**The clock network**

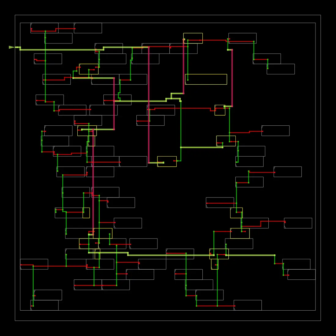
**Local utilization**

Scale bar: 20 um. The die is cut into 8 by 8 equal tiles; dark purple is low, yellow is high, 0 to 100% covered.
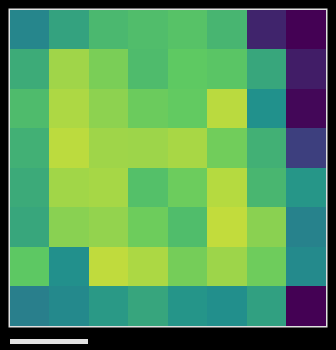
**Register map, names as in the netlist**

Scale bar: 20 um. Other sequential cells in the stronger gray, the rest of the logic in the fainter gray.
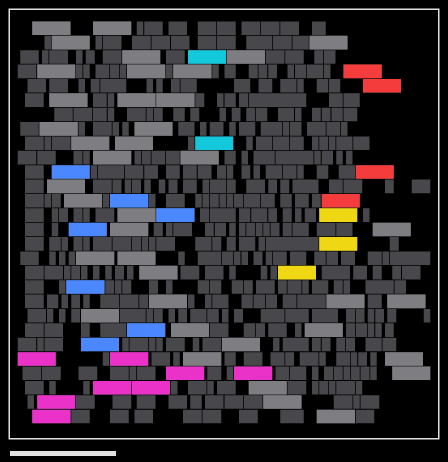
==> config.mk <==
export PLATFORM = sky130hd
export DESIGN_NAME = i2cmb_wb_sequencer
export DESIGN_NICKNAME = d
export VERILOG_FILES = /design/src/rtl/i2cmb_wb_sequencer.sv
export SDC_FILE = /design/constraint.sdc
export NUM_CORES = 1
export LEC_CHECK = 0
export CORE_UTILIZATION = 55
export DETAILED_ROUTE_END_ITERATION = 8
export GPL_ROUTABILITY_DRIVEN = 0
export PLACE_DENSITY = 0.86
export RECOVER_POWER = 50
export SLEW_MARGIN = 20
export SYNTH_ARGS = -nofsm -noshare
export SYNTH_HDL_FRONTEND = slang
export SYNTH_SLANG_ARGS = --single-unit
==> constraint.sdc <==
create_clock -name clk_i -period 3.3 [get_ports clk_i]
set_clock_uncertainty 0.2 [all_clocks]
set_input_delay 0.495 -clock clk_i [delete_from_list [all_inputs] [get_ports clk_i]]
set_output_delay 0.495 -clock clk_i [all_outputs]
set_load 0.02 [all_outputs]
==> src/rtl/i2cmb_wb_sequencer.sv <==
// Drives the IICMB Wishbone register interface to run a complete I2C read or write transaction.
// Optional irq-wait timeout with core reset is built when I2CMB_SEQ_TIMEOUT_EN is defined.
module i2cmb_wb_sequencer #(
    parameter int NUM_I2C_BUSSES = 1,
    parameter int LEN_WIDTH      = 8,
    parameter int TIMEOUT_CYCLES = 65535
) (
    input  logic                 clk_i,
    input  logic                 rst_i,
    input  logic                 req_valid_i,
    output logic                 req_ready_o,
    input  logic                 req_rw_i,
    input  logic [7:0]           req_bus_i,
    input  logic [6:0]           req_addr_i,
    input  logic [LEN_WIDTH-1:0] req_len_i,
    input  logic                 wdata_valid_i,
    input  logic [7:0]           wdata_i,
    output logic                 wdata_ready_o,
    output logic                 rdata_valid_o,
    output logic [7:0]           rdata_o,
    output logic                 done_o,
    output logic [3:0]           status_o,
    output logic                 cyc_o,
    output logic                 stb_o,
    output logic                 we_o,
    output logic [1:0]           adr_o,
    output logic [7:0]           dat_o,
    input  logic [7:0]           dat_i,
    input  logic                 ack_i,
    input  logic                 irq_i
);
    typedef enum logic [3:0] {
        S_INIT, S_IDLE, S_WDATA, S_DPR, S_CMD, S_IRQ, S_RDCMD, S_RDDPR, S_DONE, S_TO0, S_TO1
    } state_t;
    typedef enum logic [2:0] {P_SETBUS, P_START, P_ADDR, P_WR, P_RD, P_STOP} step_t;

    localparam logic [1:0] A_CSR = 2'd0, A_DPR = 2'd1, A_CMDR = 2'd2;
    localparam logic [8:0] NBUS = 9'(NUM_I2C_BUSSES);
    localparam logic [LEN_WIDTH-1:0] ONE = LEN_WIDTH'(1);

    state_t               state_q, state_d;
    step_t                step_q, step_d;
    logic                 rw_q, rw_d;
    logic [7:0]           bus_q, bus_d;
    logic [6:0]           addr_q, addr_d;
    logic [LEN_WIDTH-1:0] cnt_q, cnt_d;
    logic [7:0]           wbyte_q, wbyte_d;
    logic [3:0]           status_q, status_d;
    logic                 cyc_q, cyc_d, we_q, we_d;
    logic [1:0]           adr_q, adr_d;
    logic [7:0]           dat_q, dat_d;
    logic                 rdv_q, rdv_d;
    logic [7:0]           rdata_q, rdata_d;
`ifdef I2CMB_SEQ_TIMEOUT_EN
    logic [31:0]          tmo_q, tmo_d;
`endif

    logic       acc_req, acc_we, acc_done;
    logic [1:0] acc_adr;
    logic [7:0] acc_dat, dpr_val, cmd_val;

    // Steps that carry a data byte load DPR before the command write.
    function automatic state_t enter(input step_t s);
        return (s == P_SETBUS || s == P_ADDR || s == P_WR) ? S_DPR : S_CMD;
    endfunction

    always_comb begin
        dpr_val = wbyte_q;
        cmd_val = 8'h05;
        case (step_q)
            P_SETBUS: begin dpr_val = bus_q;           cmd_val = 8'h06; end
            P_START:  cmd_val = 8'h04;
            P_ADDR:   begin dpr_val = {addr_q, rw_q};  cmd_val = 8'h01; end
            P_WR:     cmd_val = 8'h01;
            P_RD:     cmd_val = (cnt_q == ONE) ? 8'h03 : 8'h02;
            default:  cmd_val = 8'h05;
        endcase
    end

    always_comb begin
        state_d = state_q;  step_d = step_q;   rw_d = rw_q;     bus_d = bus_q;
        addr_d = addr_q;    cnt_d = cnt_q;     wbyte_d = wbyte_q;
        status_d = status_q;
        cyc_d = cyc_q;      we_d = we_q;       adr_d = adr_q;   dat_d = dat_q;
        rdv_d = 1'b0;       rdata_d = rdata_q;
        acc_req = 1'b0;     acc_we = 1'b1;     acc_adr = A_CSR; acc_dat = 8'h00;
        acc_done = cyc_q && ack_i;
        wdata_ready_o = 1'b0;
`ifdef I2CMB_SEQ_TIMEOUT_EN
        tmo_d = 32'd0;
`endif
        case (state_q)
            S_INIT: begin
                acc_req = 1'b1; acc_dat = 8'hC0;
                if (acc_done) state_d = S_IDLE;
            end
            S_IDLE: if (req_valid_i) begin
                rw_d = req_rw_i; bus_d = req_bus_i; addr_d = req_addr_i;
                cnt_d = req_len_i; status_d = 4'b0000;
                if ({1'b0, req_bus_i} >= NBUS) begin
                    status_d = 4'b0100;
                    state_d  = S_DONE;
                end else begin
                    step_d  = P_SETBUS;
                    state_d = S_DPR;
                end
            end
            S_WDATA: begin
                wdata_ready_o = wdata_valid_i;
                if (wdata_valid_i) begin
                    wbyte_d = wdata_i; step_d = P_WR; state_d = S_DPR;
                end
            end
            S_DPR: begin
                acc_req = 1'b1; acc_adr = A_DPR; acc_dat = dpr_val;
                if (acc_done) state_d = S_CMD;
            end
            S_CMD: begin
                acc_req = 1'b1; acc_adr = A_CMDR; acc_dat = cmd_val;
                if (acc_done) state_d = S_IRQ;
            end
            S_IRQ: begin
                if (irq_i) state_d = S_RDCMD;
`ifdef I2CMB_SEQ_TIMEOUT_EN
                else if (tmo_q == 32'(TIMEOUT_CYCLES - 1)) begin
                    status_d = 4'b1000;
                    state_d  = S_TO0;
                end else tmo_d = tmo_q + 32'd1;
`endif
            end
            S_RDCMD: begin
                acc_req = 1'b1; acc_we = 1'b0; acc_adr = A_CMDR;
                if (acc_done) begin
                    if (dat_i[5]) begin
                        // Arbitration lost: the core already let go of the bus, no Stop.
                        status_d[1] = 1'b1; state_d = S_DONE;
                    end else if (dat_i[4]) begin
                        status_d[2] = 1'b1; state_d = S_DONE;
                    end else if (dat_i[6]) begin
                        status_d[0] = 1'b1;
                        if (step_q == P_STOP) state_d = S_DONE;
                        else begin step_d = P_STOP; state_d = S_CMD; end
                    end else begin
                        case (step_q)
                            P_SETBUS: begin step_d = P_START; state_d = S_CMD; end
                            P_START:  begin step_d = P_ADDR;  state_d = S_DPR; end
                            P_ADDR: begin
                                if (cnt_q == '0)  begin step_d = P_STOP; state_d = S_CMD; end
                                else if (rw_q)    begin step_d = P_RD;   state_d = S_CMD; end
                                else state_d = S_WDATA;
                            end
                            P_WR: begin
                                cnt_d = cnt_q - ONE;
                                if (cnt_q == ONE) begin step_d = P_STOP; state_d = S_CMD; end
                                else state_d = S_WDATA;
                            end
                            P_RD:    state_d = S_RDDPR;
                            default: state_d = S_DONE;
                        endcase
                    end
                end
            end
            S_RDDPR: begin
                acc_req = 1'b1; acc_we = 1'b0; acc_adr = A_DPR;
                if (acc_done) begin
                    rdv_d = 1'b1; rdata_d = dat_i; cnt_d = cnt_q - ONE;
                    step_d  = (cnt_q == ONE) ? P_STOP : P_RD;
                    state_d = enter(step_d);
                end
            end
            S_DONE: state_d = S_IDLE;
            S_TO0: begin
                acc_req = 1'b1;
                if (acc_done) state_d = S_TO1;
            end
            S_TO1: begin
                acc_req = 1'b1; acc_dat = 8'hC0;
                if (acc_done) state_d = S_DONE;
            end
            default: state_d = S_INIT;
        endcase

        // Bus fields launch together and clear together the cycle after ack.
        if (acc_req && !cyc_q) begin
            cyc_d = 1'b1; we_d = acc_we; adr_d = acc_adr; dat_d = acc_we ? acc_dat : 8'h00;
        end else if (acc_done) begin
            cyc_d = 1'b0; we_d = 1'b0; adr_d = 2'd0; dat_d = 8'h00;
        end
    end

    always_ff @(posedge clk_i) begin
        if (rst_i) begin
            state_q <= S_INIT;  step_q <= P_SETBUS; rw_q <= 1'b0;  bus_q <= 8'h00;
            addr_q <= 7'h00;    cnt_q <= '0;        wbyte_q <= 8'h00;
            status_q <= 4'b0000;
            cyc_q <= 1'b0;      we_q <= 1'b0;       adr_q <= 2'd0; dat_q <= 8'h00;
            rdv_q <= 1'b0;      rdata_q <= 8'h00;
`ifdef I2CMB_SEQ_TIMEOUT_EN
            tmo_q <= 32'd0;
`endif
        end else begin
            state_q <= state_d; step_q <= step_d;   rw_q <= rw_d;  bus_q <= bus_d;
            addr_q <= addr_d;   cnt_q <= cnt_d;     wbyte_q <= wbyte_d;
            status_q <= status_d;
            cyc_q <= cyc_d;     we_q <= we_d;       adr_q <= adr_d; dat_q <= dat_d;
            rdv_q <= rdv_d;     rdata_q <= rdata_d;
`ifdef I2CMB_SEQ_TIMEOUT_EN
            tmo_q <= tmo_d;
`endif
        end
    end

    assign req_ready_o   = (state_q == S_IDLE);
    assign done_o        = (state_q == S_DONE);
    assign status_o      = status_q;
    assign rdata_valid_o = rdv_q;
    assign rdata_o       = rdata_q;
    assign cyc_o         = cyc_q;
    assign stb_o         = cyc_q;
    assign we_o          = we_q;
    assign adr_o         = adr_q;
    assign dat_o         = dat_q;
endmodule

==> run_results.csv <==
group,metric,value,unit
status,status,"completed",
pwr,pg_clk,0.658,mW
global_routing,antenna_found_initial,0,
global_routing,grt_pass1_wl,15030,um
pwr,leakagePower,1.639,nW
global_routing,grt_max_degree,38,
floorplan,rows,28,
global_routing,grt_use_met1,0.3797,
pwr,power_frac_comb,0.347,
final_layout,layout.nonclk_buf_frac,0.1799,
yosys,syn_avg_cell_area,7.976,um^2
global_routing,grtUsageMet3,0.07416,
pwr,p_seq,0.923,mW
yosys,yosysSeqAreaShare,0.3677,
yosys,top_area_frac,0.3677,
critical_path,rr_endpoint,"dat_o[7]",
critical_path,worstSetupPathType,"reg -> out",
yosys,fa_ha_area_frac,0.01094,
pwr,p_sw,0.8942,mW
critical_path,cp.depth,3,
pwr,p_sw_frac,0.3697,
sta,setup_violations,0,
sta,fmax,0.3401,GHz
floorplan,die-area,0.006555,mm^2
floorplan,io_pins,75,
yosys,ff_type,"dfxtp_1",
critical_path,r2r_setup_slack,0.44,ns
place,portBuffers,73,
critical_path,startpoint,"state_q[3]",
critical_path,cp-end-kind,"output port",
global_routing,track_usage,0.3008,
sta,period_needed,2.940,ns
pwr,power,2.419,mW
final_layout,final-comb-area,0.001962,mm^2
clock_network,clock-root-buffer,"clkbuf_8",
min_path,hp-class,"reg -> reg",
final_layout,inverters,11,
sta,report.final.slew_viol_count,0,
yosys,yosys-stat-area,0.003430,mm^2
route,drt_iter0_drc,360,
route,drtPass1Iterations,5,
final_layout,final_common_cell,"dfxtp_1",
flow_run,warnings,28,
critical_path,required,2.60,ns
yosys,ys_ff,63,
final_layout,fill_cells,475,
yosys,most_common_cell,"dfxtp_1",
pwr,powerDensity,559.1,mW/mm^2
## Picture notes: 'the clock network'
CLK BUF: 10
Sinks on Clock Net: 63

## Picture notes: 'local utilization'
- nearly empty tiles: 4.7%
- mean over tiles: 65%
- emptiest ninth of the die: north-east
- tiles over 75% full: 42%
- fullest tile: 91%
final core occ: 0.7263
core box area: 0.005956 mm^2
Core Util at FP: 0.5758

## Picture notes: 'register map, names as in the netlist'
- yellow: `step_q` (placed flops 3)
- magenta: `rdata_o` (placed flops 8)
- red: `state_q` (placed flops 4)
- cyan: `adr_o` (placed flops 2)
- blue: `addr_q` (placed flops 7; where west)
- not colored: 39
Flop area: 0.001261 mm^2
Seq/total area: 0.2916

Power figures rest on the tool's default switching activity, not on a simulated workload.
